### src/rtl/axi4_slave_write_responder.sv
// AXI4 slave write responder: AW/W/B handshakes into a byte memory.
// FIXED/INCR bursts, 1/2/4-byte beats, SLVERR on bad bursts or wlast misalignment.
module axi4_slave_write_responder #(
  parameter int ADDRESS_WIDTH = 8,
  parameter int DATA_WIDTH    = 32,
  parameter int ID_WIDTH      = 8,
  parameter int LENGTH        = 8,
  parameter int STROBE_WIDTH  = DATA_WIDTH / 8
) (
  input  logic                     aclk,
  input  logic                     aresetn,
  input  logic [ID_WIDTH-1:0]      awid,
  input  logic [ADDRESS_WIDTH-1:0] awaddr,
  input  logic [LENGTH-1:0]        awlen,
  input  logic [2:0]               awsize,
  input  logic [1:0]               awburst,
  input  logic                     awvalid,
  output logic                     awready,
  input  logic [DATA_WIDTH-1:0]    wdata,
  input  logic [STROBE_WIDTH-1:0]  wstrb,
  input  logic                     wlast,
  input  logic                     wvalid,
  output logic                     wready,
  output logic [ID_WIDTH-1:0]      bid,
  output logic [1:0]               bresp,
  output logic                     bvalid,
  input  logic                     bready,
  input  logic [ADDRESS_WIDTH-1:0] dbg_addr,
  output logic [7:0]               dbg_rdata
);

  localparam int DEPTH = 2 ** ADDRESS_WIDTH;
  localparam int CW    = LENGTH + 1;

  typedef enum logic [1:0] {
    IDLE,
    DATA,
    RESP
  } state_t;

  state_t                   r_state;
  state_t                   w_next;
  logic [ID_WIDTH-1:0]      r_id;
  logic [ADDRESS_WIDTH-1:0] r_addr;
  logic [LENGTH-1:0]        r_len;
  logic [2:0]               r_size;
  logic [1:0]               r_burst;
  logic [CW-1:0]            r_cnt;
  logic                     r_err;
  logic [1:0]               r_bresp;
  logic [7:0]               r_mem [DEPTH];

  logic                     w_aw_hs;
  logic                     w_w_hs;
  logic                     w_aw_bad;
  logic [ADDRESS_WIDTH-1:0] w_step;
  logic [ADDRESS_WIDTH-1:0] w_mask;
  logic [ADDRESS_WIDTH-1:0] w_off;
  logic [ADDRESS_WIDTH-1:0] w_beat;
  logic [ADDRESS_WIDTH-1:0] w_line;
  logic [1:0]               w_lo;
  logic [1:0]               w_hi;
  logic                     w_over;
  logic                     w_misfit;
  logic                     w_we;

  assign awready   = (r_state == IDLE);
  assign wready    = (r_state == DATA);
  assign bvalid    = (r_state == RESP);
  assign bid       = r_id;
  assign bresp     = r_bresp;
  assign dbg_rdata = r_mem[dbg_addr];

  assign w_aw_hs  = awvalid & awready;
  assign w_w_hs   = wvalid & wready;
  assign w_aw_bad = awburst[1] | (awsize > 3'd2);

  assign w_step = ADDRESS_WIDTH'(1) << r_size;
  assign w_mask = w_step - ADDRESS_WIDTH'(1);
  assign w_off  = ADDRESS_WIDTH'(r_cnt) << r_size;
  assign w_beat = (r_burst == 2'b01 && r_cnt != '0)
                ? (r_addr & ~w_mask) + w_off
                : r_addr;
  assign w_line = w_beat & ~ADDRESS_WIDTH'(3);
  assign w_lo   = w_beat[1:0];
  assign w_hi   = (w_lo & ~w_mask[1:0]) + w_step[1:0] - 2'd1;

  assign w_over   = r_cnt > {1'b0, r_len};
  assign w_misfit = r_cnt != {1'b0, r_len};
  // r_err here means either a rejected AW or an overrun beat; both discard data
  assign w_we     = w_w_hs & ~r_err & ~w_over;

  always_comb begin
    w_next = r_state;
    unique case (r_state)
      IDLE:    if (awvalid) w_next = DATA;
      DATA:    if (wvalid && wlast) w_next = RESP;
      RESP:    if (bready) w_next = IDLE;
      default: w_next = IDLE;
    endcase
  end

  always_ff @(posedge aclk or negedge aresetn) begin
    if (!aresetn) begin
      r_state <= IDLE;
      r_id    <= '0;
      r_addr  <= '0;
      r_len   <= '0;
      r_size  <= '0;
      r_burst <= '0;
      r_cnt   <= '0;
      r_err   <= 1'b0;
      r_bresp <= 2'b00;
    end else begin
      r_state <= w_next;
      if (w_aw_hs) begin
        r_id    <= awid;
        r_addr  <= awaddr;
        r_len   <= awlen;
        r_size  <= awsize;
        r_burst <= awburst;
        r_cnt   <= '0;
        r_err   <= w_aw_bad;
      end
      if (w_w_hs) begin
        if (r_cnt != '1) r_cnt <= r_cnt + CW'(1);
        if (w_over) r_err <= 1'b1;
        if (wlast) r_bresp <= (r_err | w_misfit) ? 2'b10 : 2'b00;
      end
    end
  end

  // storage is deliberately not reset
  always_ff @(posedge aclk) begin
    for (int i = 0; i < STROBE_WIDTH; i++) begin
      if (w_we && wstrb[i] && 2'(i) >= w_lo && 2'(i) <= w_hi)
        r_mem[w_line + ADDRESS_WIDTH'(i)] <= wdata[8*i +: 8];
    end
  end

endmodule

### config.mk
export PLATFORM = sky130hd
export DESIGN_NAME = axi4_slave_write_responder
export DESIGN_NICKNAME = d
export VERILOG_FILES = /design/src/rtl/axi4_slave_write_responder.sv
export SDC_FILE = /design/constraint.sdc
export NUM_CORES = 2
export LEC_CHECK = 0
export ABC_CLOCK_PERIOD_IN_PS = 6300
export CAP_MARGIN = 25
export CORE_AREA = 3 3 428 430
export DETAILED_ROUTE_END_ITERATION = 7
export DIE_AREA = 0 0 431 433
export HOLD_SLACK_MARGIN = 0.06
export PLACE_DENSITY_LB_ADDON = 0.05
export SETUP_SLACK_MARGIN = 0.1
export SYNTH_ARGS = -nofsm -noshare
export SYNTH_HDL_FRONTEND = slang
export SYNTH_SLANG_ARGS = --single-unit
export TNS_END_PERCENT = 5
### constraint.sdc
create_clock -name aclk -period 6.3 [get_ports aclk]
set_input_delay 1.26 -clock aclk [delete_from_list [all_inputs] [get_ports aclk]]
set_output_delay 1.26 -clock aclk [all_outputs]
set_load 0.1 [all_outputs]
### Power grid

Scale bar: 100 um. Pins as bars on the die edge.
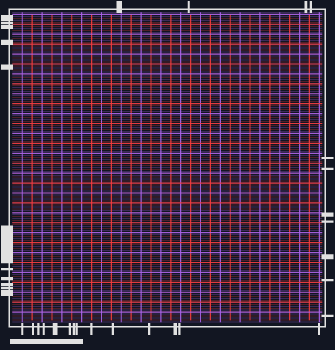
Purple stands for VSS. Red stands for VDD.
157 met1 rails follow the rows. 100 signal pins sit on the boundary. The core has 156 rows. 31 straps on met5. 31 straps on met4.

### Placement by cell class

Fill, decap, tap and diode cells in grey.
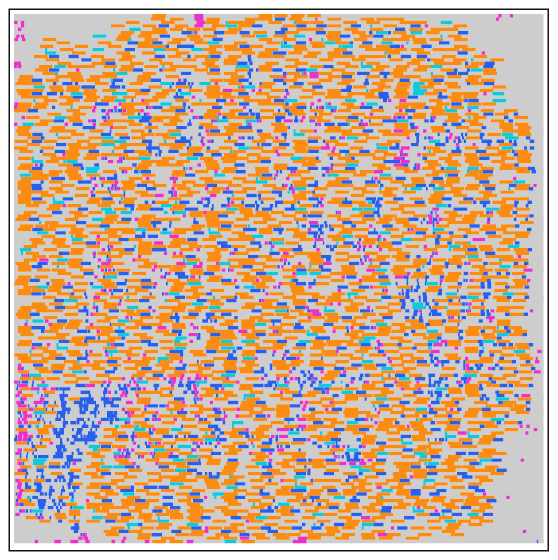
Cyan stands for clock drivers and dummy loads, cells 393. Magenta stands for remaining buffers and delay cells, cells 575. Orange stands for sequential cells, cells 2090. Blue stands for remaining logic cells, cells 1692.

### Clock network drawn from the DEF

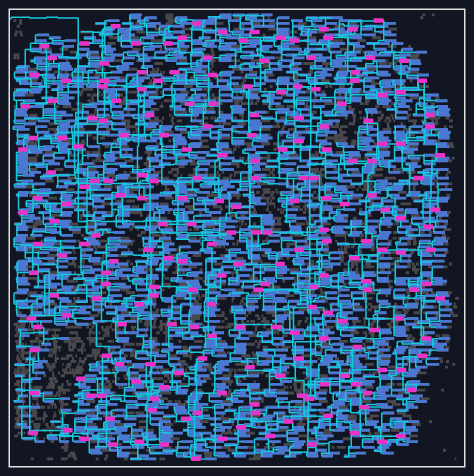
Magenta stands for clock-net drivers, count 215. Cyan stands for clock wires, length 24.8 mm. Blue stands for flip-flops, count 2090.
Position of the flops: all over the die. There are 216 routed clock nets.

==> run summary <==
impl run done, here's what came out: setup bufs post-CTS 0, CP max stage delay 0.73 ns, DR iter-0 viols 7053, H-tree Lvls 4, Post-Layout Inst Area 95900 um2, Area Growth Syn to Fin 16.5%, top fanout value on the critical path 13, sequential power between 0.015 and 0.02 W, Worst Hold Class input pin to async pin, share of the synthesized area in the top cell type roughly 75%, Slew HR a little over a fifth, Post-synth ARST share under 10%, Post-Syn Nets 4153, hpwl dp around 170000 um, Cell Type Count approximately 80, FP Rows roughly 160, Die Y 433 um, Reg clk slew, reported paths 0.06 ns, Least-Margin Pin Slew approximately 1.2 ns, Critical Path AT between 4 and 5 ns, Pint approximately 0.023 W, pwr dens about 340 nW/um2, FF/Latch Area 62600 um2, final hold violations 0, GRT Util Overall between 30% and 40%, P_comb 0.00441 W, wire per inst between 30 and 40 um, layout cell share with drive strength beyond 1 between 20% and 30%, Clock Skew around 0.029 ns, Sequential Power Share between 40% and 50%, grt ovf 0, fin worst setup slack around 0.057 ns, setup_tns 0 ns, number of cells after detailed placement between 6000 and 7000, Detailed Route WL about 280000 um, register share after synthesis around three quarters, hold_buf cts 0, Placer Congestion 0.859, pin count of the biggest net entering global routing about 60, clock share of power 38.1%, P_leak 30.9 nW, final critical-path required period 6.24 ns, dominant register cell edfxtp_1, DR pass1 iterations 7, Final Power roughly 0.032 W, Die W roughly 430 um, crit end category output pin, Max Slew Vio Count 0, clock tree from TritonCTS built, worst-skew pair later-pin latency 0.85 ns, most frequent cell after synthesis edfxtp_1, post-synthesis area per instance roughly 20 um2, Comb pwr share 13.7%, WP data required 5.04 ns, buffers and inverters on the worst path 3, Synth Instances just over 4000, CP cell instances clkdlybuf4s50_1 > and4b_1 > a221oi_1 > o22ai_1 > o21ai_0 > buf_4 > nor3_1 > nor4_2 > buf_12, # DRC 0, final core occ between 50% and 60%, initial antenna violation count 27, Detail Route Antenna Nets 0, pre-CTS WS -0.212 ns, core box area 180000 um2, cell family with most CP delay simple AND/OR/NAND/NOR gates, TritonCTS buffer count ~220, PortBufs between 90 and 100, CTS Root Buffer Type clkbuf_16, Non-Filler Instances between 7000 and 8000, Top pwr grp registers, switching part of the total between 20% and 30%, vias per inst 6.49, final setup violation count 0, most frequent logic cell in the layout edfxtp_1, number of standard cells reported by yosys roughly 4000, Nets approximately 4700, number of max-cap violations 0, Top cells excl fill/tap 2048 x edfxtp_1, 460 x buf_4, 458 x mux4_2, fill count roughly 14000, first-pass GRT wire length 387000 um, DP Area 89200 um2, Net Switching 0.00868 W, vias in the first global route between 40000 and 50000, largest area contributor in the netlist edfxtp_1, Post-synth EDFFs 2048, Post-synth top cells 2048 x edfxtp_1, 458 x mux4_2, 164 x nor3_1, Max Buffers Root-to-Sink 3, Ys Warns 0, IO Pins around 100, vias approximately 46000, Final period util a little under 100%, die area between 150000 and 200000 um2, fmax approximately 0.16 GHz, top cells by area edfxtp_1 75%, mux4_2 13%, mux2i_1 1.8%, a22oi_1 1.5%, dfrtp_1 1.3%, mapped cell area between 80000 and 90000 um2, OpenROAD warning count 31, Crit-path slowest cell clkdlybuf4s50_1, Worst VDD drop between 0.3 and 0.4 mV, logic area 18600 um2, Synthesized registers 2090, WHS around 0.31 ns, area reported by Yosys stat between 80000 and 90000 um2, Clock Power approximately 0.012 W, status finished clean, Crit Path Category input pin to output pin
### Signal wires by layer

Scale bar: 100 um. Two of the layers only.
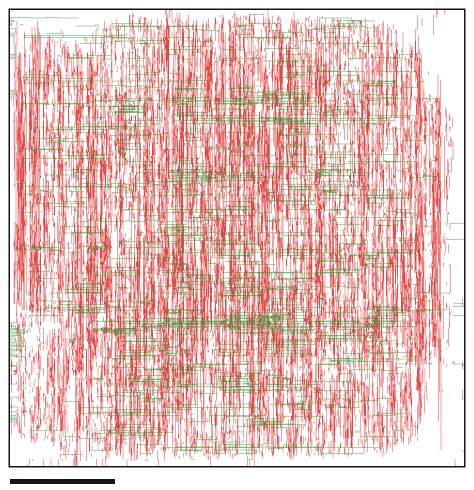
Red stands for M2, wire length 132 mm. Green stands for M3, wire length 26.2 mm.

### The clock network

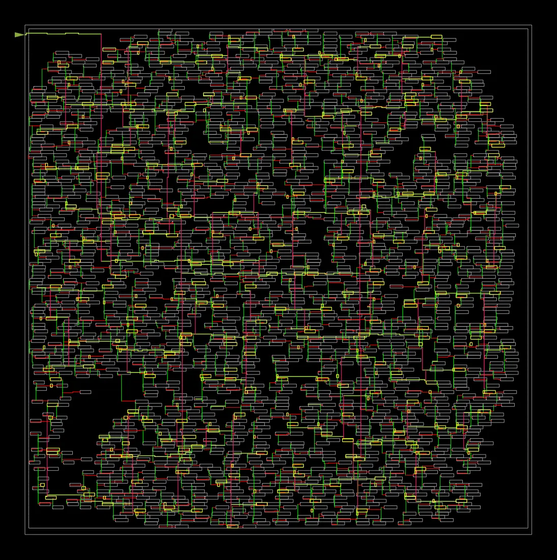
# clk buffers: 271
clk sinks: 2090

[path summary, 6_finish.rpt]
check | from | endpoint | slack, ns | depth (start not counted)
setup / recovery | dbg_addr[7] | dbg_rdata[2] | 0.06 | 9
hold / removal | aresetn | bid[6] | 0.31 | 1
setup reg to reg | r_size[2] | r_mem[88][5] | 0.88 | 15
hold reg to reg | r_burst[1] | r_burst[1] | 0.47 | 2
max in group asynchronous | aresetn | r_len[7] | 5.51 | 2
min in group aclk | r_burst[1] | r_burst[1] | 0.47 | 2
[layout make-up]
cell class,instances,share of cell area (%)
clock buffer,271,5.94
multi-input combinational,1673,19.4
clock inverter,122,0.983
tap,2370,3.09
timing repair buffer,575,5.29
sequential,2090,65.2
antenna,8,0.0209
inverter,19,0.0743
[sequential cells by signal (all words and copies together), names as in the netlist]
signal   flops
r_mem     2048
r_cnt        9
bid          8
r_addr       8
r_len        8
r_size       3
r_burst      2
r_state      2
bresp        1
r_err        1
[cell families (layout without fill, tap and decap cells)]
group	Yosys count	after routing	synth area share, %
AOI/OAI and AO/OA	474	474	4.04
xor gates and xnor gates	7	7	0.0744
adders and majority gates	20	20	0.313
buffers and inverters	291	987	1.63
DFF	2090	2090	75.9
muxes	610	610	14.4
other	1	9	0.00455
and+or+nand+nor	561	561	3.64
[metal layers]
| layer | up-vias | track usage, % | share of wire (%) |
|---|---|---|---|
| met3 | 400 | 5.19 | 9.2 |
| met2 | 2652 | 47.6 | 47 |
| li1 | 18100 | - | - |
| met4 | 4 | 8.68 | 3.0 |
| met5 | - | 0 | 0.0095 |
| met1 | 25100 | 44.5 | 41 |
Power figures rest on the tool's default switching activity, not on a simulated workload.
